`src/rtl/dec_lut_pkg.sv`:
```
// Shared definitions for the DEC_LUT request scheduler.
// Provides the FSM state encoding and the WAIT timeout counter width.
package dec_lut_pkg;

   // Scheduler FSM states
   typedef enum logic [1:0] {
      ST_IDLE   = 2'd0,
      ST_SETTLE = 2'd1,
      ST_WAIT   = 2'd2,
      ST_RESP   = 2'd3
   } state_e;

   // WAIT-cycle counter width; covers TIMEOUT up to 1023
   localparam int unsigned CNT_W = 10;

endpackage : dec_lut_pkg

```
`src/rtl/dec_lut_rr_arb.sv`:
```
// Combinational round-robin arbiter.
// Ports:
//   req     - request vector, one bit per requester
//   last    - index of the previous winner; search starts at last+1
//   grant_c - one-hot grant (zero when no request)
//   idx_c   - index of the granted requester
//   valid_c - high when any requester is granted
module dec_lut_rr_arb #(
   parameter int unsigned NUM_REQ = 4,
   parameter int unsigned IDX_W   = $clog2(NUM_REQ)
) (
   input  logic [NUM_REQ-1:0] req,
   input  logic [IDX_W-1:0]   last,
   output logic [NUM_REQ-1:0] grant_c,
   output logic [IDX_W-1:0]   idx_c,
   output logic               valid_c
);

   logic [IDX_W-1:0] cand;

   // NUM_REQ is a power of two, so the index wraps naturally modulo NUM_REQ
   always_comb begin
      grant_c = '0;
      idx_c   = '0;
      valid_c = 1'b0;
      cand    = '0;
      for (int unsigned o = 1; o <= NUM_REQ; o++) begin
         cand = last + IDX_W'(o);
         if (!valid_c && req[cand]) begin
            valid_c       = 1'b1;
            grant_c[cand] = 1'b1;
            idx_c         = cand;
         end
      end
   end

endmodule : dec_lut_rr_arb

```
`src/rtl/dec_lut_sched.sv`:
```
// Schedules NUM_REQ requesters onto one shared DEC_LUT decoder.
// Ports:
//   clk, rst             - clock, asynchronous active-high reset
//   req_valid/req_ready  - per-requester request and registered accept strobe
//   req_w                - packed operands, requester i at [i*W_BITS +: W_BITS]
//   rsp_valid/rsp_ready  - response handshake
//   rsp_id/rsp_n/rsp_err - requester index, decoder result, timeout flag
//   dec_w                - operand driven to the decoder
//   dec_found/dec_n      - decoder completion flag and result
//   busy                 - high whenever the FSM is not idle
module dec_lut_sched
   import dec_lut_pkg::*;
#(
   parameter int unsigned NUM_REQ = 4,
   parameter int unsigned W_BITS  = 44,
   parameter int unsigned N_BITS  = 29,
   parameter int unsigned TIMEOUT = 1023,
   localparam int unsigned IDX_W  = $clog2(NUM_REQ)
) (
   input  logic                      clk,
   input  logic                      rst,
   input  logic [NUM_REQ-1:0]        req_valid,
   output logic [NUM_REQ-1:0]        req_ready,
   input  logic [NUM_REQ*W_BITS-1:0] req_w,
   output logic                      rsp_valid,
   input  logic                      rsp_ready,
   output logic [IDX_W-1:0]          rsp_id,
   output logic [N_BITS-1:0]         rsp_n,
   output logic                      rsp_err,
   output logic [W_BITS-1:0]         dec_w,
   input  logic                      dec_found,
   input  logic [N_BITS-1:0]         dec_n,
   output logic                      busy
);

   state_e               state_q, state_d;
   logic [CNT_W-1:0]     cnt_q, cnt_d;
   logic [IDX_W-1:0]     last_q, last_d;
   logic [IDX_W-1:0]     id_q, id_d;
   logic [W_BITS-1:0]    dec_w_q, dec_w_d;
   logic [NUM_REQ-1:0]   req_ready_q, req_ready_d;
   logic                 rsp_valid_q, rsp_valid_d;
   logic [N_BITS-1:0]    rsp_n_q, rsp_n_d;
   logic                 rsp_err_q, rsp_err_d;
   logic                 busy_q, busy_d;

   logic [NUM_REQ-1:0]   arb_grant;
   logic [IDX_W-1:0]     arb_idx;
   logic                 arb_valid;
   logic [W_BITS-1:0]    w_arr [NUM_REQ];

   // Unpack the flat operand bus so the winner can be selected by index
   for (genvar gi = 0; gi < NUM_REQ; gi++) begin : g_unpack
      assign w_arr[gi] = req_w[gi*W_BITS +: W_BITS];
   end

   dec_lut_rr_arb #(
      .NUM_REQ (NUM_REQ),
      .IDX_W   (IDX_W)
   ) u_arb (
      .req     (req_valid),
      .last    (last_q),
      .grant_c (arb_grant),
      .idx_c   (arb_idx),
      .valid_c (arb_valid)
   );

   // Next-state and registered-output logic
   always_comb begin
      state_d     = state_q;
      cnt_d       = cnt_q;
      last_d      = last_q;
      id_d        = id_q;
      dec_w_d     = dec_w_q;
      req_ready_d = '0;
      rsp_valid_d = rsp_valid_q;
      rsp_n_d     = rsp_n_q;
      rsp_err_d   = rsp_err_q;

      case (state_q)
         ST_IDLE: begin
            if (arb_valid) begin
               state_d     = ST_SETTLE;
               req_ready_d = arb_grant;
               dec_w_d     = w_arr[arb_idx];
               id_d        = arb_idx;
               last_d      = arb_idx;
            end
         end
         ST_SETTLE: begin
            // dec_found may still reflect the previous operand; ignore it here
            state_d = ST_WAIT;
            cnt_d   = '0;
         end
         ST_WAIT: begin
            // A found result wins over a timeout landing in the same cycle
            if (dec_found) begin
               state_d     = ST_RESP;
               rsp_valid_d = 1'b1;
               rsp_n_d     = dec_n;
               rsp_err_d   = 1'b0;
            end else if (cnt_q == CNT_W'(TIMEOUT - 1)) begin
               state_d     = ST_RESP;
               rsp_valid_d = 1'b1;
               rsp_n_d     = '0;
               rsp_err_d   = 1'b1;
            end else begin
               cnt_d = cnt_q + CNT_W'(1);
            end
         end
         ST_RESP: begin
            if (rsp_ready) begin
               state_d     = ST_IDLE;
               rsp_valid_d = 1'b0;
            end
         end
         default: begin
            state_d = ST_IDLE;
         end
      endcase

      busy_d = (state_d != ST_IDLE);
   end

   always_ff @(posedge clk or posedge rst) begin
      if (rst) begin
         state_q     <= ST_IDLE;
         cnt_q       <= '0;
         last_q      <= IDX_W'(NUM_REQ - 1);
         id_q        <= '0;
         dec_w_q     <= '0;
         req_ready_q <= '0;
         rsp_valid_q <= 1'b0;
         rsp_n_q     <= '0;
         rsp_err_q   <= 1'b0;
         busy_q      <= 1'b0;
      end else begin
         state_q     <= state_d;
         cnt_q       <= cnt_d;
         last_q      <= last_d;
         id_q        <= id_d;
         dec_w_q     <= dec_w_d;
         req_ready_q <= req_ready_d;
         rsp_valid_q <= rsp_valid_d;
         rsp_n_q     <= rsp_n_d;
         rsp_err_q   <= rsp_err_d;
         busy_q      <= busy_d;
      end
   end

   assign req_ready = req_ready_q;
   assign rsp_valid = rsp_valid_q;
   assign rsp_id    = id_q;
   assign rsp_n     = rsp_n_q;
   assign rsp_err   = rsp_err_q;
   assign dec_w     = dec_w_q;
   assign busy      = busy_q;

endmodule : dec_lut_sched

```
`config.mk`:
```
export PLATFORM = sky130hd
export DESIGN_NAME = dec_lut_sched
export DESIGN_NICKNAME = d
export VERILOG_FILES = /design/src/rtl/dec_lut_pkg.sv /design/src/rtl/dec_lut_rr_arb.sv /design/src/rtl/dec_lut_sched.sv
export SDC_FILE = /design/constraint.sdc
export NUM_CORES = 1
export LEC_CHECK = 0
export ABC_AREA = 1
export CAP_MARGIN = 20
export CORE_ASPECT_RATIO = 0.8
export CORE_MARGIN = 2
export CORE_UTILIZATION = 39
export CTS_BUF_LIST = sky130_fd_sc_hd__clkbuf_4 sky130_fd_sc_hd__clkbuf_8
export DETAILED_ROUTE_END_ITERATION = 16
export PLACE_DENSITY = 0.8
export SLEW_MARGIN = 25
export SYNTH_ARGS = -nofsm -noshare
export SYNTH_HDL_FRONTEND = slang
export SYNTH_SLANG_ARGS = --single-unit
```
`constraint.sdc`:
```
create_clock -name clk -period 3.5 [get_ports clk]
set_input_delay 0.875 -clock clk [delete_from_list [all_inputs] [get_ports clk]]
set_output_delay 0.875 -clock clk [all_outputs]
set_load 0.1 [all_outputs]
```
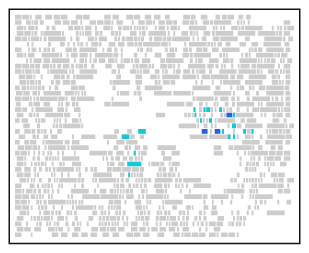
Fig. 1. Gate families picked out (run 1).
(2 px per um)
- cyan: NOR gates (cells 19; most used nor2_1)
- blue: XOR/XNOR gates (cells 3; most used xor2_1)

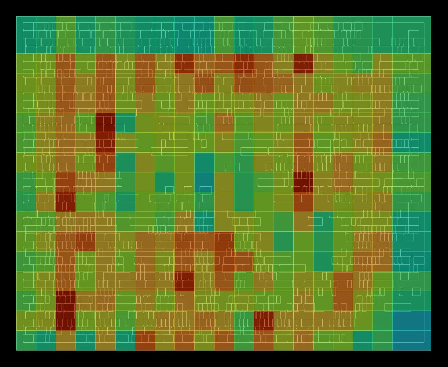
Fig. 2. Routing congestion (run 1).
met3 global-route usage: 0.06437
DR WL/cell: 13.91 um
GRT met2 Usage: 0.3829
grt peak-use layer: met2
All-Layer GR Usage: 0.2299

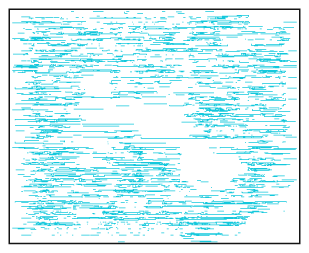
Fig. 3. Metal 1 (run 1).
(2 px per um)
- nets with wire on the layer: 1,197
- longest straight run: 32.2 um
- share of all routed wire: 42%
- wire length on this layer: 8,180 um
- main direction: horizontal

==> results_dict.tcl, run 1 <==
# place-and-route summary
set metrics [dict create \
    drc 0 \
    finalClockSkew_ns 0.01271 \
    tightestPinTransition_ns 0.7296 \
    whs_endpoint "rsp_n[8]$_DFFE_PP0P_" \
    warnings 34 \
    lay_top_cells "295 x nand2_1, 212 x clkdlybuf4s50_1, 173 x nand3_1, 156 x inv_1, 96 x buf_4" \
    drt_iter0_markers 326 \
    r2r_end "last_q[1]$_DFFE_PP1P_" \
    syn_inst 896 \
    dp_hpwl_um 14750 \
    cts.hold.buffers_added 0 \
    area_leaders "dfrtp_1 38%, nand2_1 18%, nand3_1 14%" \
    synth_cell_type_count 36 \
    ys_cells 896 \
    grt_overflow 0 \
    path_clk_slew_ns 0.11 \
    outcome "complete, no violations" \
    worstPathRequired_ns 3.79 \
    drive_gt1_frac 0.1224 \
    ant_nets 0 \
    fp-utilization 0.3951 \
    area_growth_pct 50.60 \
    via_per_inst 4.784 \
    synth_nets 1119 \
    slew_headroom 0.5125 \
    simple_gate_share 0.3817 \
    synth_adder_area_share 0.02030 \
    grt_pass1_vias 6214 \
    cts_tree "yes" \
    grt_pass1_wl_um 30540 \
    critPathMaxStageDelay_ns 0.64 \
    ff_type "dfrtp_1" \
    ys_async_sr_fraction 1.000 \
    cts_resized 0 \
    synthTopCellsByCount "295 x nand2_1, 173 x nand3_1, 157 x inv_1" \
    vias 6654 \
    clk_path_buf_depth 2 \
    cts_sinks 96 \
    cp-endpoint "last_q[1]$_DFFE_PP1P_" \
    ys_area_um2 6162 \
    grt_max_degree 53 \
    ys_warn_count 0 \
    slowest_stage "dfstp_2" \
    max_freq_mhz 334.7 \
    setup_tns_ns 0 \
    clk_latency_ns 0.40 \
    cts_buffers 9 \
    rsz0062_at_grt "no" \
    port-buffer-count 294 \
    crit_buf_inv 5 \
    cp-start-kind "flop" \
    ys.flops 96 \
    largest_area_cell "dfrtp_1" \
    htree_levels 3 \
    avgSynthCellArea_um2 6.877 \
    grt_antenna_before_repair 0 \
    netlist_area_um2 6162 \
    std_cell_rows 41 \
    synth.area.mux_share 0.001624 \
    totalWireLength_um 19340 \
    cp_top_family "buffers and inverters" \
    die_y_um 116.4 \
    critPathArrivalTime_ns 3.28 \
    worstSetupStartpoint "last_q[1]$_DFFE_PP1P_" \
    hold_depth 2 \
    r2r_start "last_q[1]$_DFFE_PP1P_" \
    gp_congestion 0.8691 \
]
[run 1: state kept, by name (all words and copies together), names as in the netlist]
name       cells
dec_w         44
busy           1
rsp_n         29
rsp_id         2
state_q        2
rsp_valid      1
req_ready      4
last_q         2
cnt_q         10
rsp_err        1
[run 1: cell type report]
cell class	count	area, um^2	share of cell area
Timing Repair Buffer	311	2903	0.3128
Inverter	161	609.3	0.06566
Sequential cell	96	2405	0.2591
Clock inverter	7	78.83	0.008494
Clock buffer	9	123.9	0.01335
Multi-Input combinational cell	592	2892	0.3116
Tap cell	215	269.0	0.02899
[run 1: per-stage QoR]
stage / instance area [um^2] / setup slack [ns] / hold slack (ns) / utilization / cells
after floorplan: 6162 / 0.1229 / 0.4494 / - / 896
after global placement: 9077 / 0.3884 / 0.4560 / 0.5821 / 1375
after detailed placement: 9077 / 0.3260 / 0.4605 / 0.5821 / 1375
after CTS: 9280 / 0.5358 / 0.4876 / 0.5951 / 1391
after global routing: 9280 / 0.3172 / 0.5067 / 0.5951 / 1391
final: 9280 / 0.5118 / 0.4833 / 0.5951 / 1391
[run 1: layer usage]
metal  routed length (um)  vias to the layer above
met2                 9189                      256
met4                  386                        0
met3                 1588                       29
met1                 8181                     3046
met5                    0                        -
li1                     -                     3323
[run 1: worst register-to-register path: cells and delay by family (launching register included)]
| family | cells | cell delay [ns] |
|---|---|---|
| AND/OR/NAND/NOR | 4 | 0.63 |
| flip-flops | 1 | 0.64 |
| buffers and inverters | 5 | 0.95 |
| adder cells (fa/ha/maj) | 1 | 0.37 |
| AND-OR/OR-AND | 1 | 0.28 |
==> run 2, diff against run 1 <==
Settings changed: CORE_ASPECT_RATIO 0.8 to not set, SLEW_MARGIN 25 to 30.
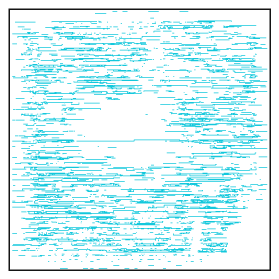
Fig. 4. Metal 1 (run 2).
(2 px per um)
- wire length on this layer: 7,550 um
- share of all routed wire: 39%
- main direction: horizontal

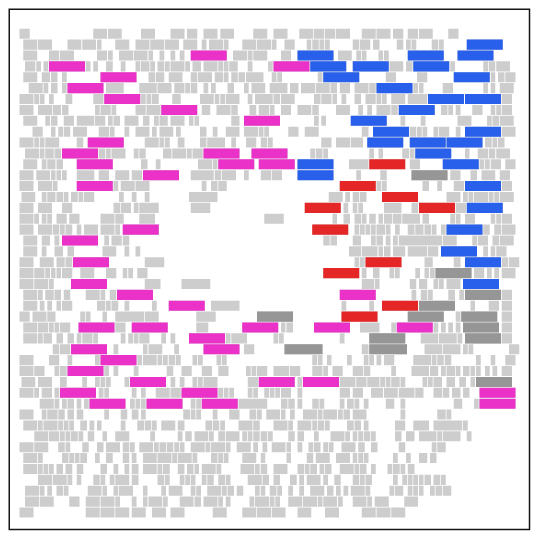
Fig. 5. Sequential cells grouped by signal name (run 2).
(4 px per um) Other sequential cells in the stronger grey, the rest of the logic in the fainter grey.
- magenta: dec_w (flops 44)
- red: cnt_q (flops 10)
- blue: rsp_n (flops 29)

==> run 2 against run 1 <==
First-iteration DRC count down 9.8%. Critical path depth down 1. Global-route usage about the same. Via count down 1.6%.
==> results_dict.tcl, run 2 <==
# place-and-route summary
set metrics [dict create \
    outcome "complete, no violations" \
    drt_iter0_markers 294 \
    drc 0 \
    post_cts_buffers 0 \
    worstSetupPathType "flop to flop" \
    layout.cells.non_filler 1385 \
    vias 6545 \
    ys_cells 896 \
    grt.busiest_layer "met2" \
    lay_top_count "nand2_1" \
    largest_register_ff_count 44 \
    grt_use_met3 0.06478 \
    synth-edff-count 0 \
    timing.final.hold_violations 0 \
    ys_async_sr_fraction 1.000 \
    clk_path_buf_depth 2 \
    rsz0062_at_grt "no" \
    whs_ns 0.4826 \
    grt_antenna_before_repair 0 \
    synthTopCellsByCount "295 x nand2_1, 173 x nand3_1, 157 x inv_1" \
    area_leaders "dfrtp_1 38%, nand2_1 18%, nand3_1 14%" \
    ant_nets 0 \
    synth_nets 1119 \
    period_minus_slack_ns 3.035 \
    cts_sinks 96 \
    via_per_inst 4.726 \
    top_cell_area_share 0.3817 \
    r2r_start "last_q[1]$_DFFE_PP1P_" \
    cp_top_family "simple AND/OR/NAND/NOR gates" \
    io_pins 295 \
    end_kind "flop" \
    worstSetupStartpoint "last_q[1]$_DFFE_PP1P_" \
    gp_congestion 0.8490 \
    ys_seq_frac 0.3903 \
    path_clk_slew_ns 0.11 \
    cp_num_cells 10 \
    port-buffer-count 294 \
    cp-endpoint "dec_w[38]$_DFFE_PP0P_" \
    worstPathCellList "inv_1 -> ha_1 -> inv_1 -> nand3_1 -> nand2_1 -> nand4_1 -> nand2_2 -> nor2_4 -> o211ai_1 -> nand3_1" \
    dp_hpwl_um 14810 \
    avgSynthCellArea_um2 6.877 \
    placed_cells 1369 \
    cts_buffers 9 \
    finalSetupViolCount 0 \
    cp-start-kind "flop" \
    netlist_area_um2 6162 \
    lay_top_cells "295 x nand2_1, 212 x clkdlybuf4s50_1, 173 x nand3_1, 156 x inv_1, 94 x dfrtp_1" \
    die-area_um2 16820 \
    crit_buf_inv 2 \
    drive_gt1_frac 0.1210 \
    warnings 34 \
    cts_resized 0 \
    area.sequential_um2 2405 \
    ys_area_um2 6162 \
    r2r_setup_slack_ns 0.46 \
    slew_headroom 0.4809 \
    ff2ff_path_depth 10 \
    largest_area_cell "dfrtp_1" \
    holdCritStartpoint "rsp_n[5]$_DFFE_PP0P_" \
    ys_warn_count 0 \
    synth_cell_type_count 36 \
    cts.hold.buffers_added 0 \
    slowest_stage "nor2_4" \
    setup_tns_ns 0 \
    worstPathRequired_ns 3.80 \
    gr-usage-met2 0.4235 \
    syn_inst 896 \
    max_freq_mhz 329.4 \
    grt_pass1_wl_um 30660 \
    cts_tree "yes" \
    comb_area_um2 2892 \
    crit_fanout 25 \
    htree_levels 3 \
    drv_slew 0 \
    finalClockSkew_ns 0.009236 \
    clk_latency_ns 0.37 \
    area_growth_pct 50.98 \
    totalWireLength_um 19150 \
    grt_max_degree 66 \
    ff_type "dfrtp_1" \
    die_y_um 129.7 \
    max-cap-violations 0 \
    chipWidth_um 129.7 \
    top_cell "nand2_1" \
    nFillCells 1399 \
    wl_per_cell_um 13.83 \
    ys.flops 96 \
    tightestPinTransition_ns 0.7768 \
    whs_endpoint "rsp_n[5]$_DFFE_PP0P_" \
    r2r_end "dec_w[38]$_DFFE_PP0P_" \
    final_nets 1392 \
    min_path_type "flop to flop" \
    grt_overflow 0 \
    hold_depth 2 \
    fp-utilization 0.4024 \
    critPathMaxStageDelay_ns 0.69 \
    n_antenna_cell 0 \
    firstDrtPassIters 5 \
    fp.coreArea_um2 15310 \
    std_cell_rows 45 \
    grt_pass1_vias 6435 \
    cts_root_buf "clkbuf_8" \
    critPathArrivalTime_ns 3.34 \
    fin_crit_sh 0.8673 \
]
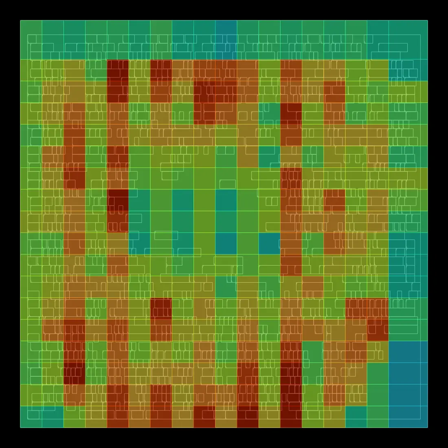
Fig. 6. Routing congestion (run 2).
All-Layer GR Usage: 0.2294
M1 GR Usage: 0.2562

==> run 2: cell counts after synthesis <==
No cell type changed its count.
==> run 2: logic make-up after synthesis <==
logic type,Yosys count,synth area share
flops,96,0.3903
buf+inv,208,0.1409
compound gates,51,0.06091
mux,1,0.001624
xor+xnor,3,0.004265
fa+ha+maj,10,0.02030
simple gates,527,0.3817
==> run 2: tightest hold or removal path: cells and delay by family, from the launching register on <==
family,cells,cell delay (ns)
flip-flops,1,0.36
AND/OR/NAND/NOR,2,0.10
==> run 2: stage by stage <==
stage,util,setup WS [ns],cell area [um^2]
global route,0.6075,0.2417,9304
finish,0.6075,0.4645,9304
global placement,0.5931,0.2958,9082
floorplan,-,0.1229,6162
detailed placement,0.5931,0.2152,9082
CTS,0.6075,0.4431,9304
==> run 2: layer usage <==
metal,up-vias,share of wire
met2,205,0.51
li1,3324,-
met3,33,0.067
met4,0,0.025
met1,2983,0.39
met5,-,0
==> run 2: cell type report <==
class / count / area share
flip-flops and latches: 96 / 0.2585
inverters: 161 / 0.06549
well taps: 211 / 0.02838
clock inverters: 7 / 0.01049
multi-input cells: 592 / 0.3108
repair buffers: 309 / 0.3131
clock buffers: 9 / 0.01331
==> run 3, diff against run 2 <==
Settings changed: CORE_AREA set to 2 2 114 116, CORE_MARGIN 2 to not set, CORE_UTILIZATION 39 to not set, CTS_CLUSTER_DIAMETER set to 120, DIE_AREA set to 0 0 116 118, DONT_BUFFER_PORTS set to 1, PLACE_DENSITY 0.8 to 0.67.
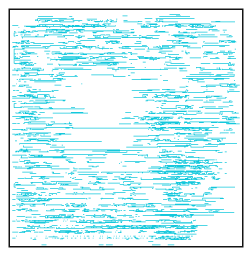
Fig. 7. Metal 1 (run 3).
(2 px per um)
- share of all routed wire: 41%
- wire length on this layer: 6,520 um
- longest straight run: 48.3 um
- main direction: horizontal
- nets with wire on the layer: 988

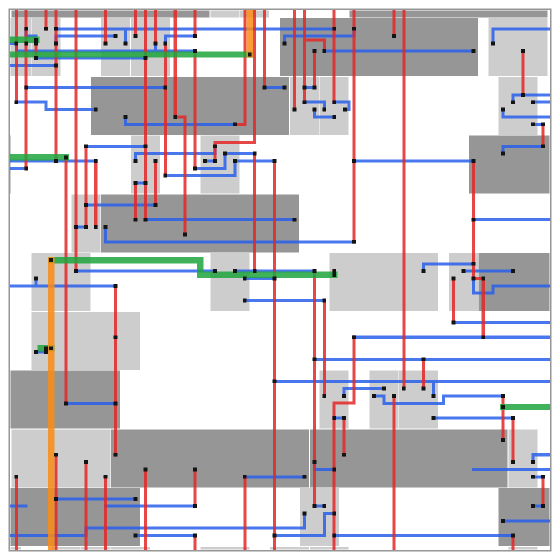
Fig. 8. Zoomed window (run 3).
Region (74, 76) to (99, 101) um. Cells in grey, sequential cells in the stronger grey; small squares are vias.
- red: metal 2
- green: metal 3
- orange: metal 4
- blue: metal 1
- cells with their middle in the window: 29
- sequential cells in the window: 7
- most frequent: nand2_1 (10), dfrtp_1 (7), nand3_1 (6)
- netlist names of flops here include: rsp_n (5), cnt_q (2)

==> run 3 against run 2 <==
Synthesized cell count unchanged. Hold slack worse by 0.056 ns. Critical path type unchanged. Area after synthesis unchanged. Critical endpoint unchanged.
==> results_dict.tcl, run 3 <==
# place-and-route summary
set metrics [dict create \
    synth-edff-count 0 \
    clk_path_buf_depth 2 \
    htree_levels 3 \
    dpl_cell_area_um2 6266 \
    ys_cells 896 \
    placed_cells 1037 \
    totalWireLength_um 16060 \
    port-buffer-count 0 \
    largest_register_ff_count 44 \
    grt_max_degree 49 \
    io_pins 295 \
    drive_gt1_frac 0.06924 \
    finalClockSkew_ns 0.009916 \
    synth_cell_type_count 36 \
    grt_overflow 0 \
    worstPathRequired_ns 3.81 \
    n_antenna_cell 0 \
    ant_nets 0 \
    logic_family "simple AND/OR/NAND/NOR gates" \
    vias 5509 \
    ys_async_sr_fraction 1.000 \
    cts_root_buf "clkbuf_8" \
    synth_nets 1119 \
    fp.coreArea_um2 12410 \
    slew_headroom 0.3320 \
    cts_buffers 9 \
    drt_iter0_markers 309 \
    outcome "complete, no violations" \
    area_growth_pct 4.893 \
    largest_area_cell "dfrtp_1" \
    wl_per_cell_um 15.25 \
    timing.final.hold_violations 0 \
    ff2ff_path_depth 13 \
    die-area_um2 13690 \
    ys_area_um2 6162 \
    ys.flops 96 \
    rsz0062_at_grt "no" \
    synth.area.mux_share 0.001624 \
    aoi_share 0.06091 \
    grt_pass1_vias 5074 \
    std_cell_rows 41 \
    firstDrtPassIters 7 \
    cts_sinks 96 \
    whs_ns 0.4271 \
    fin_crit_sh 0.8357 \
    chipWidth_um 116 \
    max_freq_mhz 341.9 \
    place_ws_ns 0.5868 \
    drc 0 \
    synthTopCellsByCount "295 x nand2_1, 173 x nand3_1, 157 x inv_1" \
    setup_tns_ns 0 \
    tightestPinTransition_ns 1.002 \
    warnings 34 \
    simple_gate_share 0.3817 \
    drv_slew 0 \
    fin_area_um2 6464 \
    final_nets 1099 \
    gp_congestion 0.9274 \
    min_path_type "input port to async pin" \
    critPathArrivalTime_ns 3.23 \
    fin_ws_ns 0.5750 \
    syn_inst 896 \
    fp-utilization 0.4964 \
    post_cts_buffers 0 \
    die_y_um 118 \
    period_minus_slack_ns 2.925 \
    worstSetupPathType "flop to flop" \
    track_usage 0.2323 \
    cts_resized 0 \
    cts_tree "yes" \
    crit_fanout 24 \
    lay_top_cells "295 x nand2_1, 173 x nand3_1, 156 x inv_1, 94 x dfrtp_1, 25 x or2_1" \
    max-cap-violations 0 \
    layout.cells.non_filler 1053 \
    r2r_start "last_q[0]$_DFFE_PP1P_" \
    r2r_end "dec_w[38]$_DFFE_PP0P_" \
    lay_top_count "nand2_1" \
    ys_warn_count 0 \
    finish.utilization 0.5207 \
    via_per_inst 5.232 \
    grt_pass1_wl_um 25270 \
    area_leaders "dfrtp_1 38%, nand2_1 18%, nand3_1 14%" \
    dp_hpwl_um 12200 \
    path_clk_slew_ns 0.11 \
    end_kind "flop" \
    ys_seq_frac 0.3903 \
    netlist_area_um2 6162 \
    clk_latency_ns 0.37 \
    avgSynthCellArea_um2 6.877 \
    top_cell_area_share 0.3817 \
    ff_type "dfrtp_1" \
    r2r_setup_slack_ns 0.57 \
    cp-start-kind "flop" \
    grt_antenna_before_repair 0 \
    synth-xor-area-share 0.004264 \
    cts.hold.buffers_added 0 \
    top_cell "nand2_1" \
    synth_adder_area_share 0.02030 \
    finalSetupViolCount 0 \
]
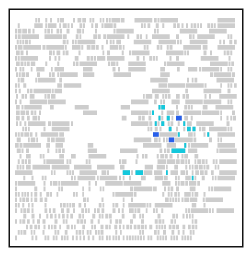
Fig. 9. Gate families picked out (run 3).
(2 px per um)
- cyan: NOR gates (cells 19; most used nor2_1)
- blue: XOR/XNOR gates (cells 3; most used xor2_1)

run 3: cell counts after synthesis:
Identical to the previous run, type by type.
run 3: how the worst max path moves through the flow:
| stage | from | slack (ns) | end |
|---|---|---|---|
| after detailed placement | last_q[0]$_DFFE_PP1P_ | 0.59 | dec_w[38]$_DFFE_PP0P_ |
| final | last_q[0]$_DFFE_PP1P_ | 0.57 | dec_w[38]$_DFFE_PP0P_ |
| after global routing | last_q[0]$_DFFE_PP1P_ | 0.32 | dec_w[38]$_DFFE_PP0P_ |
| after floorplan | rst | 0.12 | busy$_DFF_PP0_ |
| after global placement | last_q[0]$_DFFE_PP1P_ | 0.64 | dec_w[38]$_DFFE_PP0P_ |
| after CTS | last_q[0]$_DFFE_PP1P_ | 0.57 | dec_w[38]$_DFFE_PP0P_ |
run 3: routing by layer:
layer / GRT usage / vias to the layer above / routed length, um
met4: 0.07217 / 0 / 371
li1: - / 2732 / -
met2: 0.3882 / 195 / 7988
met3: 0.06900 / 28 / 1185
met1: 0.2865 / 2554 / 6516
met5: 0 / - / 0
run 3: cell type report:
class / instances / area [um^2]
clock inverters: 7 / 73.82
clock buffers: 9 / 123.9
multi-input cells: 592 / 2892
inverters: 161 / 609.3
fillers: 1262 / 5951
flip-flops and latches: 96 / 2405
well taps: 172 / 215.2
repair buffers: 16 / 145.1
run 3: worst max-delay path, cell delays in order, from the launching register on:
cell     delay, ns
dfstp_2       0.69
inv_4         0.10
ha_1          0.36
inv_1         0.10
nand3_1       0.08
nand2_1       0.17
inv_1         0.12
nand2_1       0.08
nand2_1       0.07
nand2_1       0.08
o21ai_2       0.14
nor2_4        0.50
nand3_1       0.21
nand3_1       0.14
